## config.mk

```make
export PLATFORM = sky130hd
export DESIGN_NAME = run_sequencer
export DESIGN_NICKNAME = d
export VERILOG_FILES = /design/src/rtl/run_sequencer.sv
export SDC_FILE = /design/constraint.sdc
export NUM_CORES = 1
export LEC_CHECK = 0
export CELL_PAD_IN_SITES_DETAIL_PLACEMENT = 1
export CELL_PAD_IN_SITES_GLOBAL_PLACEMENT = 1
export CORE_MARGIN = 1
export CORE_UTILIZATION = 28
export DETAILED_ROUTE_END_ITERATION = 12
export GPL_TIMING_DRIVEN = 0
export MAX_ROUTING_LAYER = met4
export PLACE_DENSITY = 0.59
export SETUP_SLACK_MARGIN = 0.5
export SLEW_MARGIN = 10
export SYNTH_ARGS = -nofsm -noshare
export SYNTH_HDL_FRONTEND = slang
export SYNTH_SLANG_ARGS = --single-unit
export TNS_END_PERCENT = 20
```

## constraint.sdc

```tcl
create_clock -name CLK -period 6 [get_ports CLK]
set_input_delay 0.6 -clock CLK [delete_from_list [all_inputs] [get_ports CLK]]
set_output_delay 0.6 -clock CLK [all_outputs]
set_load 0.02 [all_outputs]
```

## src/rtl/run_sequencer.sv

```systemverilog
// run_sequencer: batch run controller for the 9-bit accumulator core.
// Starts NUM_PROGS programs back to back, times each run until Halt (or a
// cycle timeout) and reports one executed-cycle count per program.
module run_sequencer #(
   parameter int          NUM_PROGS      = 3,
   parameter int          START_CYCLES   = 2,
   parameter int unsigned TIMEOUT_CYCLES = 100000,
   parameter int          PW             = (NUM_PROGS > 1) ? $clog2(NUM_PROGS) : 1
) (
   input  logic          CLK,
   input  logic          reset,
   input  logic          go,
   input  logic          Halt,
   output logic          start,
   output logic [PW-1:0] prog_sel,
   output logic          busy,
   output logic          cyc_valid,
   output logic [31:0]   cyc_count,
   output logic [PW-1:0] cyc_prog,
   output logic          timeout,
   output logic          done
);

   typedef enum logic [2:0] {
      S_IDLE   = 3'd0,
      S_START  = 3'd1,
      S_RUN    = 3'd2,
      S_REPORT = 3'd3,
      S_DONE   = 3'd4
   } state_t;

   localparam logic [31:0]   START_LAST = 32'(START_CYCLES - 1);
   localparam logic [31:0]   RUN_LAST   = 32'(TIMEOUT_CYCLES - 1);
   localparam logic [31:0]   RUN_LIMIT  = 32'(TIMEOUT_CYCLES);
   localparam logic [PW-1:0] PROG_LAST  = PW'(NUM_PROGS - 1);

   state_t        state_reg;
   state_t        state_next;
   logic [31:0]   scnt_reg;        // cycles spent in START for this program
   logic [31:0]   rcnt_reg;        // RUN cycles elapsed for this program
   logic [31:0]   cyc_count_reg;
   logic [PW-1:0] prog_sel_reg;
   logic [PW-1:0] cyc_prog_reg;
   logic          timeout_reg;

   logic          start_last;
   logic          run_last;
   logic          batch_end;

   assign start_last = (scnt_reg == START_LAST);
   assign run_last   = (rcnt_reg == RUN_LAST);
   // A timed-out program aborts the rest of the batch.
   assign batch_end  = timeout_reg || (prog_sel_reg == PROG_LAST);

   // State register.
   always_ff @(posedge CLK or posedge reset) begin
      if (reset) begin
         state_reg <= S_IDLE;
      end else begin
         state_reg <= state_next;
      end
   end

   // Next-state logic; Halt is only looked at in RUN so a stale Halt cannot end START early.
   always_comb begin
      state_next = state_reg;
      case (state_reg)
         S_IDLE:   if (go) state_next = S_START;
         S_START:  if (start_last) state_next = S_RUN;
         S_RUN:    if (Halt || run_last) state_next = S_REPORT;
         S_REPORT: state_next = batch_end ? S_DONE : S_START;
         S_DONE:   state_next = S_IDLE;
         default:  state_next = S_IDLE;
      endcase
   end

   // Counters, program index and latched report; Halt takes priority over the timeout.
   always_ff @(posedge CLK or posedge reset) begin
      if (reset) begin
         scnt_reg      <= '0;
         rcnt_reg      <= '0;
         cyc_count_reg <= '0;
         prog_sel_reg  <= '0;
         cyc_prog_reg  <= '0;
         timeout_reg   <= 1'b0;
      end else begin
         case (state_reg)
            S_IDLE: begin
               if (go) begin
                  prog_sel_reg <= '0;
                  timeout_reg  <= 1'b0;
                  scnt_reg     <= '0;
               end
            end
            S_START: begin
               scnt_reg <= scnt_reg + 32'd1;
               rcnt_reg <= '0;
            end
            S_RUN: begin
               if (Halt) begin
                  cyc_count_reg <= rcnt_reg;
                  cyc_prog_reg  <= prog_sel_reg;
               end else if (run_last) begin
                  cyc_count_reg <= RUN_LIMIT;
                  cyc_prog_reg  <= prog_sel_reg;
                  timeout_reg   <= 1'b1;
               end else begin
                  rcnt_reg <= rcnt_reg + 32'd1;
               end
            end
            S_REPORT: begin
               if (!batch_end) begin
                  prog_sel_reg <= prog_sel_reg + 1'b1;
                  scnt_reg     <= '0;
               end
            end
            default: begin
            end
         endcase
      end
   end

   // Strobes and status decoded from the state register only.
   always_comb begin
      start     = (state_reg == S_START);
      busy      = (state_reg != S_IDLE);
      cyc_valid = (state_reg == S_REPORT);
      done      = (state_reg == S_DONE);
   end

   assign prog_sel  = prog_sel_reg;
   assign cyc_count = cyc_count_reg;
   assign cyc_prog  = cyc_prog_reg;
   assign timeout   = timeout_reg;

endmodule

```

**Run 1: the metal 1 layer**

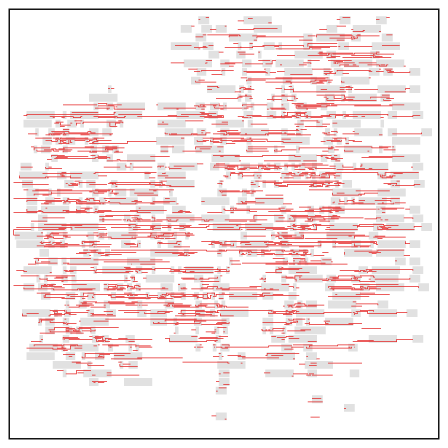
- wire length on this layer: 6,220 microns
- main direction: horizontal
- longest straight run: 33.6 microns
- share of all routed wire: 47%

**Run 1: metal 2**

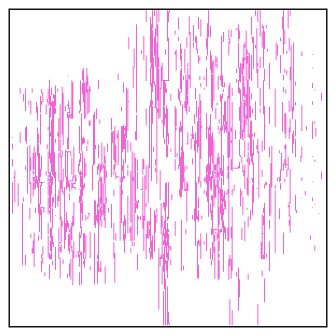
- wire length on this layer: 6,620 microns
- longest straight run: 48.6 microns
- nets with wire on the layer: 477
- share of all routed wire: 50%

**Run 1: met3 routing**

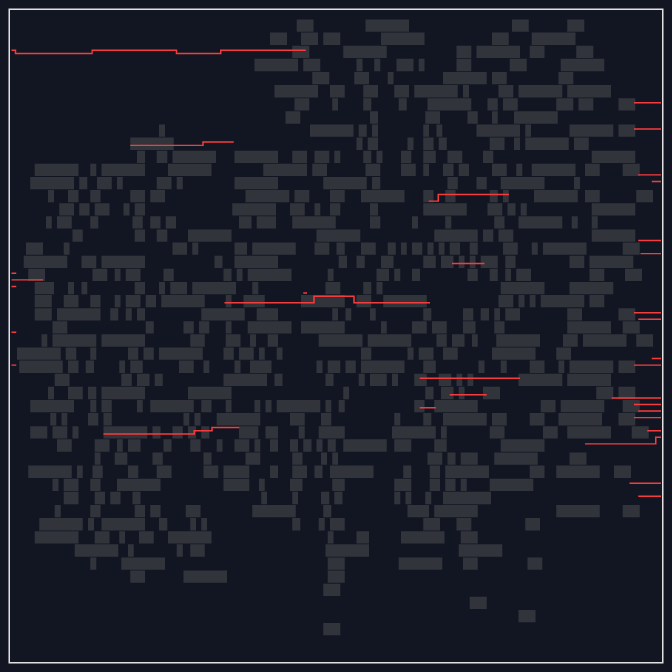
- wire length on this layer: 320 microns
- nets with wire on the layer: 27
- main direction: horizontal
M3 GR Usage: 2.96%
via count: 3,992
wirelength, routed: 13,300 microns

**Run 1: congestion heat map**

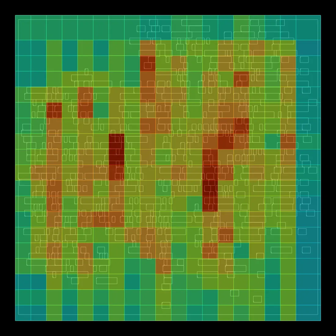
GR peak layer: met2
M1 GR Usage: 20.5%
GRT met2 Usage: 27.0%
drt wl/cell: 17.3 microns
All-Layer GR Usage: 16.3%

-- run 1: final cells by class --
type                            instances  area (sq um)  area share [%]
Tap cell                              225           282            4.70
Multi-Input combinational cell        342          2200            36.8
Buffer                                 25           106            1.78
Timing Repair Buffer                   45           468            7.81
Sequential cell                       104          2600            43.5
Inverter                               14          57.6           0.961
Clock inverter                          6          45.0           0.752
Clock buffer                            9           225            3.76
-- run 1: placed cells by master (no fill, tap or decap), types with 3 or more instances in the layout --
| cell | n |
|---|---|
| buf_1 | 3 |
| nand2b_1 | 3 |
| or4_1 | 5 |
| nor3_1 | 13 |
| xnor2_1 | 29 |
| o31ai_1 | 4 |
| nor4b_1 | 5 |
| nand3_1 | 21 |
| nor2_1 | 50 |
| or3_1 | 9 |
| nand4_1 | 19 |
| ha_1 | 4 |
| o211ai_1 | 6 |
| nor4_1 | 28 |
| clkbuf_16 | 9 |
| and3_1 | 5 |
| clkdlybuf4s50_1 | 44 |
| clkbuf_1 | 19 |
| inv_1 | 13 |
| and4_1 | 11 |
| dfrtp_1 | 104 |
| nand2_1 | 39 |
| o21ai_0 | 7 |
| a22o_1 | 26 |
| a21oi_1 | 11 |
| o22a_1 | 6 |
| xor2_1 | 13 |
| clkinvlp_4 | 3 |
| mux2i_1 | 8 |
-- run 1: worst max-delay path: cells and delay by family (launching register included) --
family / cells / cell delay [ns]
buffers and inverters: 5 / 1.79
flip-flops: 1 / 0.41
AND/OR/NAND/NOR: 1 / 0.14
-- run 1: power by group --
group / internal, W / leakage [nW] / switching [W]
Sequential: 0.000747 / 1.43 / 0.0000419
Clock: 0.000281 / 0.124 / 0.000270
Combinational: 0.000154 / 0.870 / 0.000282
Total: 0.00118 / 2.43 / 0.000593
==> results.tsv, run 1 <==
metric	value	unit
pin count of the biggest net entering global routing	64	
Top Layer Used	met4	
worst-path cell chain	buf_1, inv_1, nand2_1, inv_1, buf_1, clkdlybuf4s50_1	
Fillers	1973	
Setup CP Type	reg2out	
fin crit share	55.3	%
top cells, area	dfrtp_1 52%, xnor2_1 5.1%, a22o_1 4.6%, nor2_1 3.8%, nor4_1 3.5%	
DP HPWL	9870	microns
Max Root-Sink Buffers	2	
Critical Path Sink	start	
WHS Endpoint	cyc_count[23]	
most common cell in the synthesized netlist	dfrtp_1	
Buffers on Ports	44	
Post-DRT Antenna Nets	0	
Post-synth seq share	52.4	%
yosys aoi share	11.1	%
dpl cells	755	
Placed Area	5720	sq um
Top-area cell share	52.4	%
first-pass GRT wire length	22600	microns
FF-to-FF path depth	9	
Worst-Margin Slew	0.963	ns
Reg-to-Reg End	scnt_reg[31]	
pwr dens	296	nW/um^2
flop2flop setup slack	3.12	ns
First-pass DRT Iterations	4	
Synth logic family	simple AND/OR/NAND/NOR gates	
max-cap violations	0	
RSZ-0062 raised after global routing	false	
Final Power	0.00177	W
TritonCTS clock tree	yes	
critical path data arrival time	2.72	ns
final core occ	34.6	%
top cells by count	104 x dfrtp_1, 50 x nor2_1, 39 x nand2_1, 29 x xnor2_1, 28 x nor4_1	
outcome	completed	
routability cong.	0.768	
Worst Setup Slack, final	2.68	ns
Critical R2R Launch	prog_sel[0]	
CTS H-Tree Depth	3	
Hold Crit Class	reg2reg	
flip-flops with a built-in enable	0	
chip width	135	microns
Mux area share	2.07	%
post-cts resize count	0	
Worst path slowest cell	clkdlybuf4s50_1	
pins over their slew limit	0	
Nets	549	
Peak Freq	302	MHz
Final Hold Viols	0	
chip area	18300	sq um
CP startpoint	state_reg[2]	
WL met2	6620	microns
1st-iter DRT viols	219	
met1 WL	6220	microns
worst-path fanout max	10	
Syn-to-layout area delta	20.6	%
fp util	28.7	%
yosys cell count	485	
initial antenna violation count	0	
Yosys chip area	4960	sq um
post-synthesis cell type count	43	
cell area after synthesis	4960	sq um
min cycle time layout	3.32	ns
final setup violation count	0	
hold_sp	cyc_count[23]	
mean post-synth cell area	10.2	sq um
Synth Net Count	493	
tool warning count	27	
Die Height	135	microns
Inserted Clock Buffers	9	
share of cells above drive strength 1	4.95	%
Rel. slew slack	35.4	%
CTS sink cnt	104	
finished layout cell area	5990	sq um
xor/xnor share	7.41	%
total core area	17300	sq um
crit path DRT	5.40	ns
Clock Skew	0.00732	ns
Peak VDD IR	0.000136	V
met3 routed WL	319	microns
Worst-Skew Late Latency	0.35	ns
Non-Filler Instances	770	
Synth flops	104	
WHS Path Cells	1	
Commonest flop	dfrtp_1	
CP Launch Type	flip-flop	
Pleak	2.43	nW
Async SR Flop Fraction	100	%
total grt overflow	0	
final setup TNS	0	ns
dpl ws	2.83	ns
worst stage delay on the critical path	0.69	ns
Cell Rows	48	
vias in the first global route	4217	
Crit. End Element	output port	
adder share	1.01	%
Syn Inst Count	485	
n_diodes	0	
cell taking the most area after synthesis	dfrtp_1	
post-CTS setup repair buffer count	0	
vias per cell	5.18	
# IOs	45	
register clock-pin slew on the reported worst setup and hold paths	0.07	ns
yosys warns	0	
residual DRC count	0	
hold_ws	0.502	ns
clk root buf	clkbuf_16	
simple share	22.8	%
CTS Hold Bufs	0	
==> inputs of run 2 (changes only) <==
--- a/config.mk
+++ b/config.mk
@@ -12,7 +12,7 @@
 export DETAILED_ROUTE_END_ITERATION = 12
 export GPL_TIMING_DRIVEN = 0
 export MAX_ROUTING_LAYER = met4
-export PLACE_DENSITY = 0.59
+export PLACE_DENSITY = 0.61
 export SETUP_SLACK_MARGIN = 0.5
 export SLEW_MARGIN = 10
 export SYNTH_ARGS = -nofsm -noshare
==> constraint.sdc (replaced) <==
create_clock -name CLK -period 2.9 [get_ports CLK]
set_input_delay 0.29 -clock CLK [delete_from_list [all_inputs] [get_ports CLK]]
set_output_delay 0.29 -clock CLK [all_outputs]
set_load 0.02 [all_outputs]
==> results.tsv, run 2 <==
metric	value	unit	change
FF-to-FF path depth	8		-1
post-synthesis cell type count	43		unchanged
Synth Net Count	493		unchanged
Post-DRT Antenna Nets	0		unchanged
Syn Inst Count	485		unchanged
cell taking the most area after synthesis	dfrtp_1		
TritonCTS clock tree	yes		
GR peak layer	met2		
total core area	17300	sq um	unchanged
routability cong.	0.791		+3.1%
CTS Hold Bufs	0		unchanged
met3 routed WL	405	microns	+27%
Inserted Clock Buffers	9		unchanged
RSZ-0062 raised after global routing	true		
sw frac	33.5	%	+0.093 points
dpl cells	757		+0.26%
Top-area cell share	52.4	%	unchanged
P_int	0.00251	W	+110%
Rel. slew slack	53.1	%	+18 points
Critical Path Sink	scnt_reg[31]		
Crit. End Element	flip-flop		
Reg-to-Reg End	scnt_reg[31]		
wirelength, routed	13300	microns	+0.15%
Critical R2R Launch	prog_sel[1]		
Worst path slowest cell	or4_4		
Peak VDD IR	0.000313	V	+130%
Top cells excl fill/tap	104 x dfrtp_1, 50 x nor2_1, 41 x clkdlybuf4s50_1		
vias in the first global route	4167		-1.2%
worst-path cell chain	ha_4, or3b_4, buf_6, a211o_1, buf_6, or3_4, or4_4, a21oi_2		
seq pwr	0.00162	W	+110%
Max Root-Sink Buffers	2		unchanged
1st-iter DRT viols	171		-22%
Worst path depth	8		+2
outcome	completed		
pin count of the biggest net entering global routing	39		-39%
chip area	18300	sq um	unchanged
Post-synth seq share	52.4	%	unchanged
Die Height	135	microns	unchanged
vias per cell	5.10		-1.5%
Setup CP Type	reg2reg		
top cells by count	104 x dfrtp_1, 50 x nor2_1, 39 x nand2_1, 29 x xnor2_1, 28 x nor4_1		
# IOs	45		unchanged
pins over their slew limit	0		unchanged
Fillers	1958		-0.76%
chip width	135	microns	unchanged
min cycle time layout	2.55	ns	
clk root buf	clkbuf_16		
Buffers on Ports	44		unchanged
WL met2	6450	microns	-2.6%
Commonest flop	dfrtp_1		
pwr dens	611	nW/um^2	+110%
cell area after synthesis	4960	sq um	unchanged
First-pass DRT Iterations	6		+2
Peak Freq	392	MHz	
CP startpoint	prog_sel[1]		
fp util	28.7	%	unchanged
share of cells above drive strength 1	9.53	%	+4.6 points
Comb. pwr	0.000999	W	+130%
max-cap violations	0		unchanged
DP HPWL	9700	microns	-1.7%
Psw	0.00127	W	+110%
Clock Skew	0.0156	ns	+0.00832 ns
worst-path fanout max	6		-4
CP Launch Type	flip-flop		
CTS sink cnt	104		unchanged
All-Layer GR Usage	16.4	%	+0.074 points
met1 WL	6360	microns	+2.2%
n_diodes	0		unchanged
Final Hold Viols	0		unchanged
register clock-pin slew on the reported worst setup and hold paths	0.07	ns	about the same
flip-flops with a built-in enable	0		unchanged
Non-Filler Instances	781		+1.4%
most numerous logic cell after layout	dfrtp_1		
M1 GR Usage	21.1	%	+0.61 points
Synth flops	104		unchanged
fin crit share	88.0	%	
Top Layer Used	met4		
initial antenna violation count	0		unchanged
critical path data arrival time	2.84	ns	+0.12 ns
tool warning count	30		+11%
first-pass GRT wire length	22500	microns	-0.52%
final setup violation count	0		unchanged
Bufs and invs on worst path	2		-3
mean post-synth cell area	10.2	sq um	unchanged
yosys cell count	485		unchanged
Async SR Flop Fraction	100	%	unchanged
total grt overflow	0		unchanged
drt wl/cell	17.1	microns	-1.3%
Worst-Margin Slew	0.702	ns	-0.261 ns
Top pwr grp	sequential cells		
top cells, area	dfrtp_1 52%, xnor2_1 5.1%, a22o_1 4.6%, nor2_1 3.8%, nor4_1 3.5%		
Sequential Power Share	43.0	%	-1.5 points
Clk pwr share	30.6	%	-0.4 points
CP top delay family	simple AND/OR/NAND/NOR gates		
most common cell in the synthesized netlist	dfrtp_1		
GRT met2 Usage	25.9	%	-1.1 points
yosys warns	0		unchanged
clock-net power	0.00115	W	+110%
run 2: cell counts after synthesis:
Identical to the previous run, type by type.
run 2: cell type report:
class / count / area, sq um / area share (%)
Buffer: 25 / 128 / 2.07
Clock buffer: 10 / 229 / 3.71
Clock inverter: 5 / 41.3 / 0.668
Inverter: 14 / 56.3 / 0.911
Multi-Input combinational cell: 342 / 2260 / 36.5
Sequential cell: 104 / 2600 / 42.1
Tap cell: 225 / 282 / 4.56
Timing Repair Buffer: 56 / 584 / 9.46
run 2: kinds of logic (layout without fill, tap and decap cells):
logic type / after synthesis / count (layout) / synth area share (%)
and+or+nand+nor: 214 / 214 / 22.8
DFF: 104 / 104 / 52.4
AOI/OAI and AO/OA: 72 / 72 / 11.1
xor gates and xnor gates: 42 / 42 / 7.41
buffers and inverters: 39 / 110 / 3.20
muxes: 10 / 10 / 2.07
adders and majority gates: 4 / 4 / 1.01
run 2: repair_timing:
| item | 4_1_cts | 5_1_grt |
|---|---|---|
| gates resized | 19 | 7 |
| setup buffers | 7 | 2 |
| endpoints found under the setup margin | 58 | 61 |
| pin swaps | 9 | 5 |
run 2: worst reg2reg max path: stages, from the launching register on:
cell and delay [ns]:
dfrtp_1 0.42, ha_4 0.18, or3b_4 0.37, buf_6 0.14
a211o_1 0.30, buf_6 0.12, or3_4 0.33, or4_4 0.49
a21oi_2 0.15
run 2: stage by stage:
step           utilization [%]  power, W  worst slack (ns)  hold slack [ns]  instance area (sq um)
2_1_floorplan                -   0.00218             0.172            0.376                   4970
3_3_place_gp              32.9   0.00255            0.0185            0.487                   5690
3_5_place_dp              33.2   0.00258           0.00796            0.494                   5750
4_1_cts                   35.5   0.00382             0.314            0.332                   6140
5_1_grt                   35.7   0.00397             0.242            0.338                   6180
6_report                  35.7   0.00378             0.347            0.329                   6180
**Run 2: the metal 1 layer**

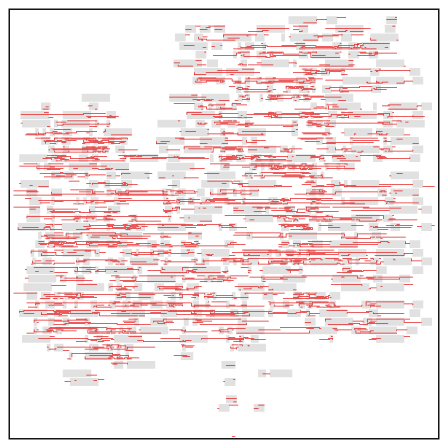
- longest straight run: 52.0 microns
- wire length on this layer: 6,360 microns
- share of all routed wire: 48%

**Run 2: congestion heat map**

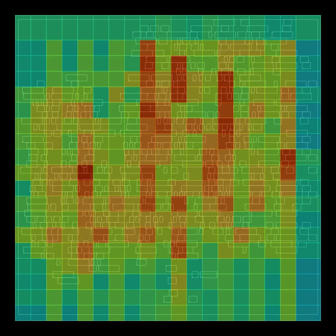

==> inputs of run 3 (changes only) <==
--- a/config.mk
+++ b/config.mk
@@ -7,13 +7,14 @@
 export LEC_CHECK = 0
 export CELL_PAD_IN_SITES_DETAIL_PLACEMENT = 1
 export CELL_PAD_IN_SITES_GLOBAL_PLACEMENT = 1
-export CORE_MARGIN = 1
+export CORE_MARGIN = 3
 export CORE_UTILIZATION = 28
 export DETAILED_ROUTE_END_ITERATION = 12
 export GPL_TIMING_DRIVEN = 0
 export MAX_ROUTING_LAYER = met4
-export PLACE_DENSITY = 0.61
+export PLACE_DENSITY_LB_ADDON = 0.05
 export SETUP_SLACK_MARGIN = 0.5
+export SKIP_LAST_GASP = 1
 export SLEW_MARGIN = 10
 export SYNTH_ARGS = -nofsm -noshare
 export SYNTH_HDL_FRONTEND = slang
**Run 3: congestion heat map**

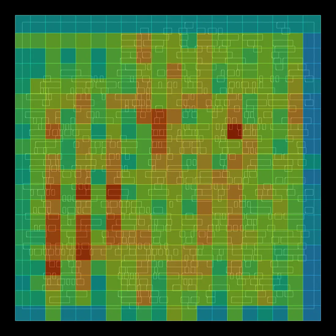
M1 GR Usage: 19.9%
drt wl/cell: 18.3 microns
All-Layer GR Usage: 15.8%

==> results.tsv, run 3 <==
metric	value	unit	change
total grt overflow	0		unchanged
Top cells excl fill/tap	104 x dfrtp_1, 48 x nor2_1, 43 x clkdlybuf4s50_1		
worst stage delay on the critical path	0.54	ns	
adder share	1.01	%	unchanged
post-synthesis cell type count	43		unchanged
mean post-synth cell area	10.2	sq um	unchanged
DP HPWL	10400	microns	+7.2%
Setup CP Type	reg2reg		
Post-synth seq share	52.4	%	unchanged
Syn-to-layout area delta	27.3	%	
yosys warns	0		unchanged
fin crit share	88.4	%	+0.38 points
# IOs	45		unchanged
register clock-pin slew on the reported worst setup and hold paths	0.07	ns	about the same
fp util	28.6	%	-0.099 points
CTS H-Tree Depth	3		
chip width	139	microns	+3.0%
residual DRC count	0		
CP Launch Type	flip-flop		
pins over their slew limit	0		unchanged
Placed Area	5750	sq um	unchanged
RSZ-0062 raised after global routing	true		
Inserted Clock Buffers	9		unchanged
xor/xnor share	7.41	%	unchanged
Worst-Skew Late Latency	0.36	ns	
most numerous logic cell after layout	dfrtp_1		
1st-iter DRT viols	146		-15%
Syn Inst Count	485		unchanged
Worst path slowest cell	or4_4		
CTS sink cnt	104		unchanged
dpl cells	757		unchanged
yosys aoi share	11.1	%	unchanged
Top-area cell share	52.4	%	unchanged
Synth flops	104		unchanged
Mux area share	2.07	%	unchanged
most common cell in the synthesized netlist	dfrtp_1		
Buffers on Ports	44		unchanged
TritonCTS clock tree	yes		
share of cells above drive strength 1	11.2	%	+1.7 points
dpl ws	-0.0441	ns	-0.0520 ns
pwr dens	657	nW/um^2	+7.6%
final setup TNS	0	ns	
via count	4041		
total core area	17400	sq um	+0.35%
final core occ	36.4	%	+0.70 points
Peak Freq	390	MHz	-0.43%
Nets	564		
Peak VDD IR	0.000299	V	-4.5%
Non-Filler Instances	786		+0.64%
finished layout cell area	6320	sq um	+2.3%
Critical R2R Launch	prog_sel[1]		
top cells by count	104 x dfrtp_1, 50 x nor2_1, 39 x nand2_1, 29 x xnor2_1, 28 x nor4_1		
outcome	completed		
tool warning count	30		unchanged
CP startpoint	prog_sel[1]		
cell taking the most area after synthesis	dfrtp_1		
First-pass DRT Iterations	4		-2
Hold Crit Class	in2async		
Crit. End Element	flip-flop		
Pleak	2.58	nW	
Worst Setup Slack, final	0.336	ns	-0.0110 ns
first-pass GRT wire length	23700	microns	+5.3%
Clock Skew	0.00847	ns	-0.00718 ns
min cycle time layout	2.56	ns	+0.0110 ns
Reg-to-Reg End	scnt_reg[31]		
Cell Rows	48		
chip area	19400	sq um	+6.0%
Worst path depth	8		unchanged
vias in the first global route	4144		-0.55%
flop2flop setup slack	0.34	ns	
clk root buf	clkbuf_16		
n_diodes	0		unchanged
Worst-Margin Slew	0.736	ns	+0.0338 ns
Async SR Flop Fraction	100	%	unchanged
Synth Net Count	493		unchanged
Die Height	139	microns	+3.0%
wirelength, routed	14400	microns	+8.1%
vias per cell	5.14		+0.71%
critical path data arrival time	2.86	ns	+0.02 ns
Critical Path Sink	scnt_reg[31]		
most frequent CP cell	buf_6		
Rel. slew slack	50.9	%	-2.3 points
pin count of the biggest net entering global routing	30		-23%
Commonest flop	dfrtp_1		
initial antenna violation count	0		unchanged
yosys cell count	485		unchanged
Final Hold Viols	0		unchanged
cell area after synthesis	4960	sq um	unchanged
worst-path fanout max	4		-2
Yosys chip area	4960	sq um	
Post-DRT Antenna Nets	0		unchanged
simple share	22.8	%	unchanged
CTS Hold Bufs	0		unchanged
max-cap violations	0		unchanged
Bufs and invs on worst path	2		unchanged
worst-path cell chain	ha_4, or3b_4, buf_6, a211o_1, buf_6, or3_4, or4_4, a21oi_2		
hold_ws	0.358	ns	+0.0294 ns
Max Root-Sink Buffers	2		unchanged
Final Power	0.00416	W	+10%
final setup violation count	0		unchanged
top cells, area	dfrtp_1 52%, xnor2_1 5.1%, a22o_1 4.6%, nor2_1 3.8%, nor4_1 3.5%		
routability cong.	0.748		-5.5%
FF-to-FF path depth	8		unchanged
crit path DRT	3.19	ns	
Synth logic family	simple AND/OR/NAND/NOR gates		
flip-flops with a built-in enable	0		unchanged
CP top delay family	simple AND/OR/NAND/NOR gates		
[run 3: cell type report]
| type | count | area (sq um) |
|---|---|---|
| Clock inverter | 6 | 115 |
| Tap cell | 225 | 282 |
| Buffer | 25 | 135 |
| Inverter | 14 | 58.8 |
| Fill cell | 1922 | 11000 |
| Sequential cell | 104 | 2600 |
| Multi-Input combinational cell | 342 | 2300 |
| Clock buffer | 10 | 239 |
| Timing Repair Buffer | 60 | 593 |
[run 3: repair_timing]
item	CTS	global route
gates resized	24	13
endpoints found under the hold margin	0	0
setup endpoints to repair	65	70
pin swaps	6	8
setup buffers	8	5
[run 3: power breakdown]
group / switching (W) / internal, W / leakage, nW / total [W]
logic: 0.000659 / 0.000415 / 0.974 / 0.00107
registers: 0.0000782 / 0.00154 / 1.43 / 0.00162
clock network: 0.000587 / 0.000873 / 0.169 / 0.00146
[run 3: per-layer routing]
metal	GRT usage [%]	wire, microns	share of wire [%]	vias up
met5	-	0	0	-
met3	3.48	398	2.8	12
li1	-	-	-	1913
met4	3.40	129	0.89	0
met1	19.9	6670	46	2069
met2	26.2	7220	50	47
[run 3: worst min path at each step]
stage / slack, ns / end / start
global placement: 0.49 / cyc_count[31] / cyc_count[31]
finish: 0.36 / cyc_count[0] / reset
floorplan: 0.38 / timeout / go
global route: 0.40 / cyc_prog[1] / reset
detailed placement: 0.49 / cyc_count[25] / cyc_count[25]
CTS: 0.36 / cyc_prog[1] / reset
[run 3: logic make-up after synthesis]
| logic type | after synthesis |
|---|---|
| AND/OR/NAND/NOR | 214 |
| flip-flops | 104 |
| buffers and inverters | 39 |
| multiplexers | 10 |
| adder cells (fa/ha/maj) | 4 |
| XOR/XNOR | 42 |
| AND-OR/OR-AND | 72 |

## Gallery

Sequential cells colored by netlist name.
The bar under the picture is 50 microns long. Other sequential cells in the stronger gray, the rest of the logic in the fainter gray.
panel A
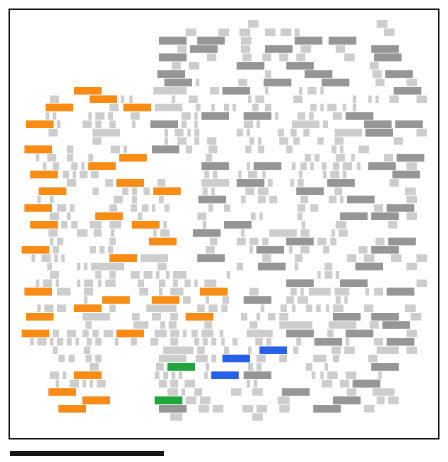
panel B
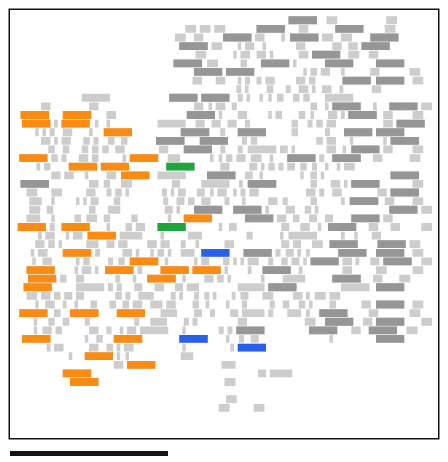
Run 3 is panel A.
Run 2 is panel B.

No activity file was given, so power comes from the tool's default toggle rates.
